run_1/density.png
10 x 7 tiles, from black (low) to pale yellow (high), 0 to 100% covered.
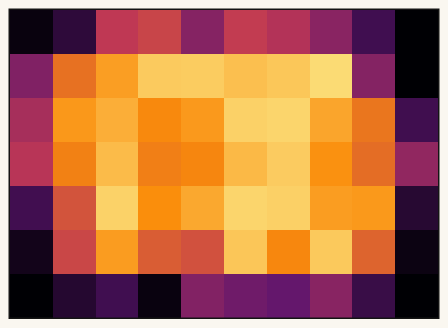
run_1/final_placement.png
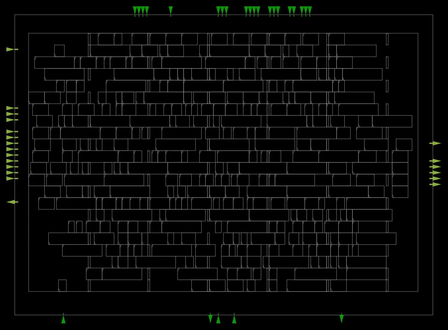
run_1/port_nets.png
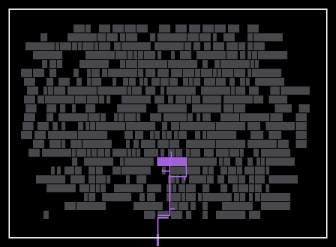
run_1/gate_families.png
The bar under the picture is 20 µm long.
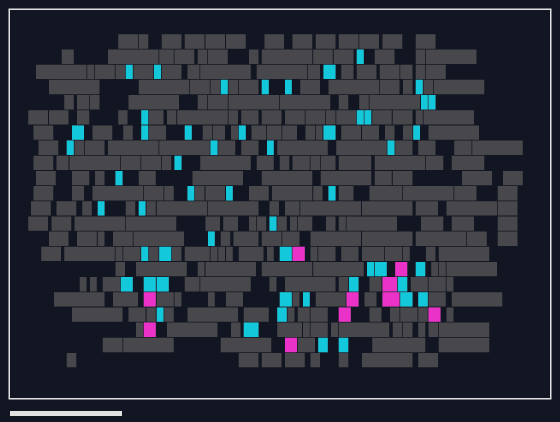
[config.mk]
export PLATFORM = sky130hd
export DESIGN_NAME = dom_mask_prng
export DESIGN_NICKNAME = d
export VERILOG_FILES = /design/src/rtl/dom_pkg.sv /design/src/rtl/dom_lfsr_step.sv /design/src/rtl/dom_mask_prng.sv
export SDC_FILE = /design/constraint.sdc
export NUM_CORES = 1
export LEC_CHECK = 0
export CORE_ASPECT_RATIO = 0.7
export CORE_MARGIN = 3
export CORE_UTILIZATION = 55
export CTS_BUF_LIST = sky130_fd_sc_hd__clkbuf_2
export DETAILED_ROUTE_END_ITERATION = 7
export PLACE_DENSITY = 0.87
export SYNTH_ARGS = -nofsm -noshare
export SYNTH_HDL_FRONTEND = slang
export SYNTH_SLANG_ARGS = --single-unit
export TNS_END_PERCENT = 30
[constraint.sdc]
create_clock -name clk -period 3.3 [get_ports clk]
set_input_delay 0.66 -clock clk [delete_from_list [all_inputs] [get_ports clk]]
set_output_delay 0.66 -clock clk [all_outputs]
set_load 0.005 [all_outputs]
[src/rtl/dom_pkg.sv]
// Shared constants and types for the DOM fresh-mask PRNG: LFSR polynomial,
// mask-word field offsets and the sequencing FSM encoding.
package dom_pkg;

    // x^32 + x^22 + x^2 + x + 1, right-shifting Galois form
    localparam logic [31:0] LFSR_POLY = 32'h8020_0003;

    localparam int RAND_Z_LSB  = 0;
    localparam int RAND_Y_LSB  = 2;
    localparam int RAND_Z2_LSB = 4;

    typedef enum logic [1:0] {
        IDLE = 2'd0,
        SEED = 2'd1,
        WARM = 2'd2,
        RUN  = 2'd3
    } dom_state_e;

    // The all-zero state locks the LFSR, so a zero seed is promoted to 1.
    function automatic logic [31:0] seed_fix(input logic [31:0] s);
        return (s == 32'h0) ? 32'h0000_0001 : s;
    endfunction

endpackage

[src/rtl/dom_lfsr_step.sv]
// Combinational unroll of RAND_W Galois LFSR steps; bit i of the word is the
// output bit of step i.
module dom_lfsr_step
    import dom_pkg::*;
#(
    parameter int LFSR_W = 32,
    parameter int RAND_W = 6
) (
    input  logic [LFSR_W-1:0] state_in,
    output logic [LFSR_W-1:0] state_out,
    output logic [RAND_W-1:0] bits
);

    logic [LFSR_W-1:0] s;

    always_comb begin
        s    = state_in;
        bits = '0;
        for (int i = 0; i < RAND_W; i++) begin
            bits[i] = s[0];
            s = (s >> 1) ^ (s[0] ? LFSR_W'(LFSR_POLY) : '0);
        end
        state_out = s;
    end

endmodule

[src/rtl/dom_mask_prng.sv]
// Fresh-mask generator for the DOM-dep GF(2^2) multiplier: seeded LFSR with
// warm-up, a single-register valid/ready output stage and a reseed request.
//
// state | meaning
// IDLE  | no seed loaded since reset, output stage silent
// SEED  | one-cycle pause after a seed capture
// WARM  | generating and discarding WARMUP words
// RUN   | output register refills whenever empty or consumed
module dom_mask_prng
    import dom_pkg::*;
#(
    parameter int LFSR_W          = 32,
    parameter int RAND_W          = 6,
    parameter int WARMUP          = 64,
    parameter int RESEED_INTERVAL = 4096
) (
    input  logic              clk,
    input  logic              rst_n,
    input  logic              seed_valid,
    input  logic [LFSR_W-1:0] seed_data,
    input  logic              rand_ready,
    output logic              rand_valid,
    output logic [RAND_W-1:0] rand_data,
    output logic              reseed_req,
    output logic              busy
);

    localparam int WARM_W = (WARMUP > 0) ? $clog2(WARMUP + 1) : 1;
    localparam int CNT_W  = (RESEED_INTERVAL > 0) ? $clog2(RESEED_INTERVAL + 1) : 1;

    localparam logic [WARM_W-1:0] WARM_LAST = WARM_W'((WARMUP > 0) ? WARMUP - 1 : 0);
    localparam logic [CNT_W-1:0]  CNT_LAST  = CNT_W'((RESEED_INTERVAL > 0) ? RESEED_INTERVAL - 1 : 0);
    localparam logic [CNT_W-1:0]  CNT_SAT   = CNT_W'(RESEED_INTERVAL);

    dom_state_e state, state_nxt;

    logic [LFSR_W-1:0] lfsr;
    logic [LFSR_W-1:0] step_state;
    logic [RAND_W-1:0] step_bits;
    logic [WARM_W-1:0] warm_cnt;
    logic [CNT_W-1:0]  deliv_cnt;
    logic              load;
    logic              handshake;

    dom_lfsr_step #(
        .LFSR_W (LFSR_W),
        .RAND_W (RAND_W)
    ) u_step (
        .state_in  (lfsr),
        .state_out (step_state),
        .bits      (step_bits)
    );

    always_ff @(posedge clk or negedge rst_n) begin
        if (!rst_n) begin
            state <= IDLE;
        end else begin
            state <= state_nxt;
        end
    end

    always_comb begin
        state_nxt = state;
        if (seed_valid) begin
            state_nxt = SEED;
        end else begin
            case (state)
                IDLE: state_nxt = IDLE;
                SEED: state_nxt = (WARMUP > 0) ? WARM : RUN;
                WARM: if (warm_cnt == WARM_LAST) state_nxt = RUN;
                RUN:  state_nxt = RUN;
                default: state_nxt = IDLE;
            endcase
        end
    end

    // A seed in the same cycle as a handshake wins: the word is dropped, not delivered.
    assign load      = (state == RUN) && (!rand_valid || rand_ready) && !seed_valid;
    assign handshake = rand_valid && rand_ready && !seed_valid;
    assign busy      = (state == SEED) || (state == WARM);

    always_ff @(posedge clk or negedge rst_n) begin
        if (!rst_n) begin
            lfsr       <= '0;
            rand_valid <= 1'b0;
            rand_data  <= '0;
            reseed_req <= 1'b1;
            warm_cnt   <= '0;
            deliv_cnt  <= '0;
        end else if (seed_valid) begin
            lfsr       <= seed_fix(seed_data);
            rand_valid <= 1'b0;
            reseed_req <= 1'b0;
            warm_cnt   <= '0;
            deliv_cnt  <= '0;
        end else begin
            if (state == WARM) begin
                lfsr     <= step_state;
                warm_cnt <= warm_cnt + 1'b1;
            end
            if (load) begin
                lfsr       <= step_state;
                rand_data  <= step_bits;
                rand_valid <= 1'b1;
            end
            if (handshake && (deliv_cnt != CNT_SAT)) begin
                deliv_cnt <= deliv_cnt + 1'b1;
            end
            if ((RESEED_INTERVAL != 0) && handshake && (deliv_cnt == CNT_LAST)) begin
                reseed_req <= 1'b1;
            end
        end
    end

endmodule

==> results.cfg, run 1 <==
; yosys + openroad results
[hold_path]
hp-class = in -> async

[layout]
n_antenna_cell = 0
layout-drive-gt1-share_pct = 9.01
syn_to_final_growth_pct = 17.8
num-fill-cells = 426
fin_nets = 392
final_cell_mix = dfrtp_1, clkdlybuf4s50_1, nand2_1, o21ai_0, mux2i_1

[global_route]
antenna_found_initial = 0
grt_pass1_vias = 2413
grt_max_degree = 56
grt_pass1_wl_um = 11300

[routing]
wl_per_cell_um = 15.7
first_pass_iters = 7
vias = 2393
antenna_left = 0
first_iter_violations = 191

[final_timing]
relSlewSlack_pct = 42.7
min_period_ps = 2460
hold_viol_final = 0
fmax_mhz = 406
period_used_pct = 74.6
finalClockSkew_ps = 26.8
setup_viol = 0
worst_pin_slew_ps = 860
fin_ws_ps = 839

[pwr]
powerDensity_nw_per_um2 = 625
p_seq_share_pct = 46.7
intPower_mw = 1.53
p_comb_share_pct = 34.9
leakage_nw = 1.58
pwr-share-clk_pct = 18.3
ir_drop_mv = 0.292
switchingPower_mw = 0.807

[floorplanning]
row_count = 22
dieWidth_um = 96.8
dieArea_um2 = 6740

[yosys]
ys.flops = 62
avgSynthCellArea_um2 = 10.4
ys_seq_share_pct = 48.9
synth_cells = 306
yosys_area_um2 = 3180
yosys_warnings = 0
synthArstFlopShare_pct = 100

[setup_path]
cp-start-kind = flop
worstSetupPathType = reg -> out
end_kind = output pin
worstPathMaxFanout = 5
crit_arrival_ps = 1800
r2r_cells = 6

[clock_tree]
cts_setup_buffers = 0
cts_tree = done
post_cts_resized = 0
cts.root.buffer_cell = clkbuf_2
clock_latency_ps = 510
cts.sinks = 62
path_clk_slew_ps = 180
clock_path_buffers = 2

[status]
status = complete, no violations

[flow_run]
warning_count = 29

[placement]
gp_congestion = 0.854
dpl.hpwl_um = 4980
## Picture notes: density.png
- nearly empty tiles: 5.7%
- fullest tile: 92%
- mean over tiles: 54%
- emptiest ninth of the die: lower left
- tiles over 75% full: 37%
- densest ninth of the die: centre
Util after Layout: 69.4%
fp util: 58.9%
Core Box Area: 5400 µm²

## Picture notes: final_placement.png
fin cells: 427
seq_cells: 62

## Picture notes: port_nets.png
- purple: rand_valid (bits 1; direction output; edge bottom; end cells 1; buffers 1; wire 46.3 µm)
# IOs: 45
IO Port Bufs: 44

## Picture notes: gate_families.png
- magenta: AND and OR gates (cells 10; most used or3_1)
- cyan: NAND gates (cells 52; most used nand2_1)
most used logic cell in the final layout: dfrtp_1
Comb area share: 40.5%

==> run 1: logic make-up (layout without fill, tap and decap cells) <==
family | after synthesis | in the layout | share of synthesized area, %
fa+ha+maj | 6 | 6 | 2.36
simple gates | 97 | 97 | 15.1
xor+xnor | 30 | 30 | 8.98
compound gates | 58 | 58 | 10.9
buf+inv | 21 | 70 | 3.35
flops | 62 | 62 | 48.9
mux | 32 | 32 | 10.4
==> run 1: synthesized netlist by cell type (2+ instances only) <==
master	number	area [µm²]
buf_1	2	7.51
nand4_1	8	50.1
xnor2_2	2	32.5
mux2i_1	26	260
clkbuf_2	2	10.0
nor4_1	11	68.8
mux2_2	5	56.3
inv_1	6	22.5
or3_1	4	25.0
buf_4	5	37.5
and3_1	3	18.8
o21a_1	2	15.0
a21oi_1	9	45.0
nand2_1	33	124
a22oi_1	2	15.0
nor2_1	21	78.8
nand3_1	7	35.0
o211ai_1	3	22.5
o22ai_1	2	12.5
xor2_1	8	70.1
xnor2_1	19	166
nand2b_1	3	18.8
dfrtp_1	61	1530
o21ai_0	33	165
buf_2	5	25.0
ha_1	6	75.1
==> run 1: sequential cells by signal, summed over array words and instances (netlist names) <==
name        flops
deliv_cnt      13
state           2
rand_data       6
lfsr           32
reseed_req      1
warm_cnt        7
rand_valid      1
==> run 1: worst max-delay path, stage by stage (launching register included) <==
cell,delay (ps)
dfrtp_1,440
inv_1,60
ha_1,300
clkdlybuf4s50_1,500
==> run 1: through the flow <==
step	instance area (µm²)	std cells	util [%]	power (mW)	hold WS [ps]
CTS	3740	427	69.4	2.35	246
global route	3740	427	69.4	2.49	256
floorplan	3180	306	-	1.61	364
global placement	3640	411	67.5	1.88	449
detailed placement	3640	411	67.5	1.92	455
finish	3740	427	69.4	2.34	238
==> run 1: layer usage <==
metal	global-route usage [%]	part of all wire, %
met2	30.5	45
met4	7.01	1.6
met1	29.3	46
met5	0	0
met3	9.25	7.6
==> run 1: final cells by class <==
type	instances	share of cell area [%]
timing repair buffer	48	12.3
clock inverter	7	1.47
sequential	62	41.5
multi-input combinational	223	40.5
tap	72	2.41
inverter	6	0.602
clock buffer	9	1.20
==> run 1: power groups by stage <==
stage | Clock [mW] | Combinational [mW] | Sequential (mW)
final | 0.428 | 0.817 | 1.09
after global routing | 0.477 | 0.900 | 1.11
after CTS | 0.440 | 0.819 | 1.09
after detailed placement | 0 | 0.811 | 1.11
after global placement | 0 | 0.785 | 1.10
after floorplan | 0 | 0.551 | 1.06
==> run 1: worst paths after layout <==
check                            from          to  slack (ps)
setup / recovery             state[1]        busy         840
hold / removal                  rst_n    lfsr[31]         240
setup reg to reg             state[0]    lfsr[21]        1450
hold reg to reg            reseed_req  reseed_req         480
max in group asynchronous       rst_n    lfsr[12]        2210
min in group clk           reseed_req  reseed_req         480
run_1/met3.png
The bar under the picture is 20 µm long.
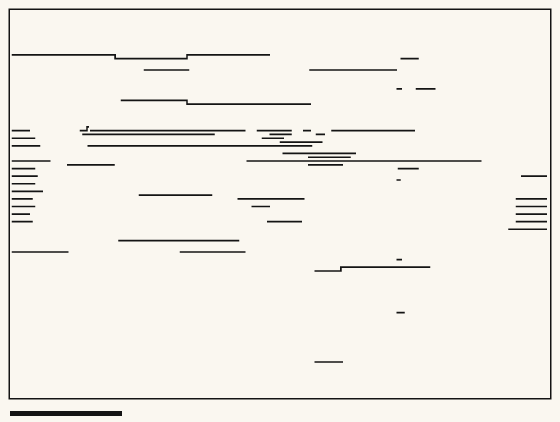

--- run 2 (diff from run 1) ---
--- a/config.mk
+++ b/config.mk
@@ -7,10 +7,10 @@
 export LEC_CHECK = 0
 export CORE_ASPECT_RATIO = 0.7
 export CORE_MARGIN = 3
-export CORE_UTILIZATION = 55
+export CORE_UTILIZATION = 51
 export CTS_BUF_LIST = sky130_fd_sc_hd__clkbuf_2
 export DETAILED_ROUTE_END_ITERATION = 7
-export PLACE_DENSITY = 0.87
+export PLACE_DENSITY = 0.85
 export SYNTH_ARGS = -nofsm -noshare
 export SYNTH_HDL_FRONTEND = slang
 export SYNTH_SLANG_ARGS = --single-unit
==> constraint.sdc (replaced) <==
create_clock -name clk -period 2.1 [get_ports clk]
set_input_delay 0.42 -clock clk [delete_from_list [all_inputs] [get_ports clk]]
set_output_delay 0.42 -clock clk [all_outputs]
set_load 0.005 [all_outputs]
run_2/met3.png
The bar under the picture is 20 µm long.
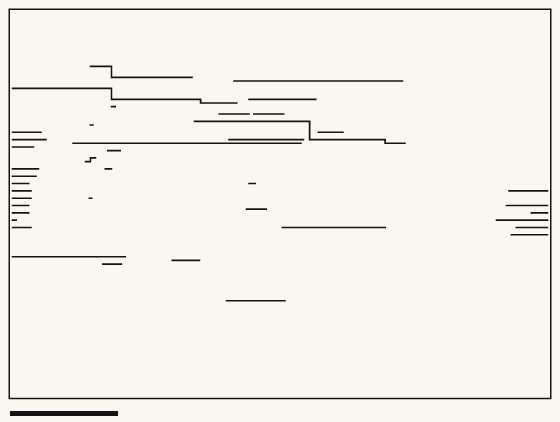
- main direction: horizontal
- longest straight run: 42.3 µm
- nets with wire on the layer: 33
- wire length on this layer: 379 µm
- share of all routed wire: 5.5%
met3 Resource Use GR: 6.44%
aggregate routed wire length: 6860 µm

==> run 2 against run 1 <==
Register-to-register slack worse by 1100 ps. Sequential cell count unchanged. Combinational power increased by about 60%. Critical path type unchanged. Largest cell class unchanged. Largest power group unchanged. Highest routed layer unchanged.
==> results.cfg, run 2 <==
; yosys + openroad results
[layout]
syn_to_final_growth_pct = 20.1
fin_nets = 397
reg_top3 = lfsr: 32 flops, deliv_cnt: 13 flops, warm_cnt: 7 flops
n_antenna_cell = 0
instances_no_fill = 435
layout-drive-gt1-share_pct = 10.6
regMostFlops = lfsr
final_cell_mix = dfrtp_1, clkdlybuf4s50_1, nand2_1, o21ai_0, mux2i_1
largest_reg_flops = 32
num-fill-cells = 483
layout_top_cell = dfrtp_1

[routing]
via_per_inst = 5.66
remaining_drc_errors = 0
antenna_left = 0
wl_per_cell_um = 15.8
vias = 2460
first_pass_iters = 4
first_iter_violations = 203

[placement]
gp_congestion = 0.846
dp.cells = 416
port-buffer-count = 44
dpl.hpwl_um = 5010

[final_timing]
totalNegativeSetupSlack_ps = 0
finalClockSkew_ps = 22.1
setup_viol = 0
slew_viol_final = 0
fmax_mhz = 500
worst_pin_slew_ps = 561
grt_setup_unrepaired = no
period_used_pct = 95.2
relSlewSlack_pct = 62.3
min_period_ps = 2000
hold_viol_final = 0

[yosys]
ys_seq_share_pct = 48.9
synth.cellmix.xorXnorShare_pct = 8.98
aoi_share_pct = 10.9
synth_cells = 306
edf_count = 0
synthArstFlopShare_pct = 100
yosys.cell_types.count = 44
yosys-top-cells-count = dfrtp_1, nand2_1, o21ai_0
synth.logic.top_family = simple AND/OR/NAND/NOR gates
synthMuxAreaShare_pct = 10.4
synthesis.nets = 348
ys_cells = 306
topCellsByArea = dfrtp_1, mux2i_1, xnor2_1
yosys_area_um2 = 3180
top_area_cell = dfrtp_1
avgSynthCellArea_um2 = 10.4
yosys_warnings = 0
yosys.area_share.simple_pct = 15.1
ys_sh_adder_pct = 2.36
ys.flops = 62
top_area_share_pct = 48.1
syn_area_um2 = 3180
ff_type = dfrtp_1
most_common_cell = dfrtp_1

[setup_path]
worstPathMaxFanout = 3
end_kind = output pin
path_cells = inv_1 -> ha_1 -> dlygate4sd2_1
setup.worst_path.start = state[0]
slowest_stage = dfrtp_1
cp-start-kind = flop
worstSetupPathType = reg -> out
required_ps = 1680
crit_arrival_ps = 1580
slowest_delay_ps = 420
r2r_start = state[1]

[hold_path]
hp-class = in -> reg
worstHoldStart = seed_valid

[flow_run]
warning_count = 29
maxCapViolCount = 0

[pwr]
powerDensity_nw_per_um2 = 978
ir_drop_mv = 0.474
leakage_nw = 1.62

[global_route]
grt_pass1_vias = 2433
antenna_found_initial = 0
grt_pass1_wl_um = 11900
grt_overflow = 0
grt_max_degree = 56

[clock_tree]
cts.sinks = 62
h-tree-depth = 3
cts_buffers = 9
clock_latency_ps = 510
cts.root.buffer_cell = clkbuf_2
cts_tree = done
clock_path_buffers = 2
path_clk_slew_ps = 170

[floorplanning]
die-height_um = 72.0
dieWidth_um = 100
ios = 45
dieArea_um2 = 7220
core_region_area_um2 = 5870
floorplanUtilization_pct = 54.1
row_count = 23

[status]
status = complete, no violations
run_2/port_nets.png
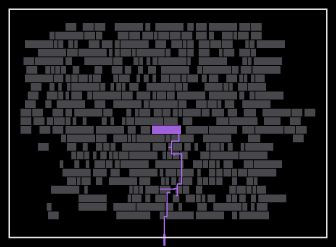
- purple: rand_valid (bits 1; direction output; edge bottom; end cells 1; buffers 1; wire 50.4 µm)

run 2: power by group:
part	leakage (nW)	internal [mW]	switching [mW]	total, mW
registers	0.779	1.49	0.231	1.72
clock network	0.0705	0.267	0.434	0.700
logic	0.767	0.673	0.636	1.31
run 2: worst max-delay path, delay by kind of cell, from the launching register on:
kind	cells	cell delay (ps)
adder cells (fa/ha/maj)	1	260
buffers and inverters	2	400
flip-flops	1	420
run 2: worst paths after layout:
check	cells past startpoint	to	slack, ps
max	3	busy	100
min	2	reseed_req	280
max reg2reg	6	lfsr[0]	380
min reg2reg	2	reseed_req	470
max in group asynchronous	3	reseed_req	1070
min in group asynchronous	2	lfsr[24]	390
run 2: area by class of cell:
| cell class | instances | area (µm²) | share of cell area (%) |
|---|---|---|---|
| timing repair buffer | 53 | 524 | 13.8 |
| inverter | 6 | 22.5 | 0.591 |
| sequential | 62 | 1550 | 40.7 |
| clock inverter | 6 | 52.6 | 1.38 |
| multi-input combinational | 223 | 1520 | 39.8 |
| clock buffer | 10 | 50.0 | 1.31 |
| tap | 75 | 93.8 | 2.46 |
run 2: cell families after synthesis:
kind of cell               after synthesis
DFF                                     62
AOI/OAI and AO/OA                       58
muxes                                   32
buffers and inverters                   21
and+or+nand+nor                         97
xor gates and xnor gates                30
adders and majority gates                6
run 2: routing by layer:
metal  vias to the layer above  global-route usage (%)  share of wire, %
met4                         0                    5.98               1.6
met3                        12                    6.44               5.5
met2                        59                    30.0                43
met1                      1207                    31.2                50
li1                       1182                       -                 -
met5                         -                       0                 0
run 2: stage by stage:
stage,utilization [%],hold WS (ps),instance area (µm²),power (mW),setup WS [ps]
floorplan,-,124,3180,2.54,568
global placement,62.8,416,3690,2.99,130
detailed placement,62.8,420,3690,3.04,92.3
CTS,64.9,255,3810,3.74,88.9
global route,64.9,277,3810,3.97,9.74
finish,64.9,278,3810,3.73,102
run 2: timing repair:
action | 4_1_cts | 5_1_grt
resized | 1 | 0
endpoints found under the setup margin | 1 | 0
setup buffers | 2 | 0
endpoints found under the hold margin | 20 | 0
hold buffers | 1 | 0
Power is estimated from default activity; no workload was simulated.
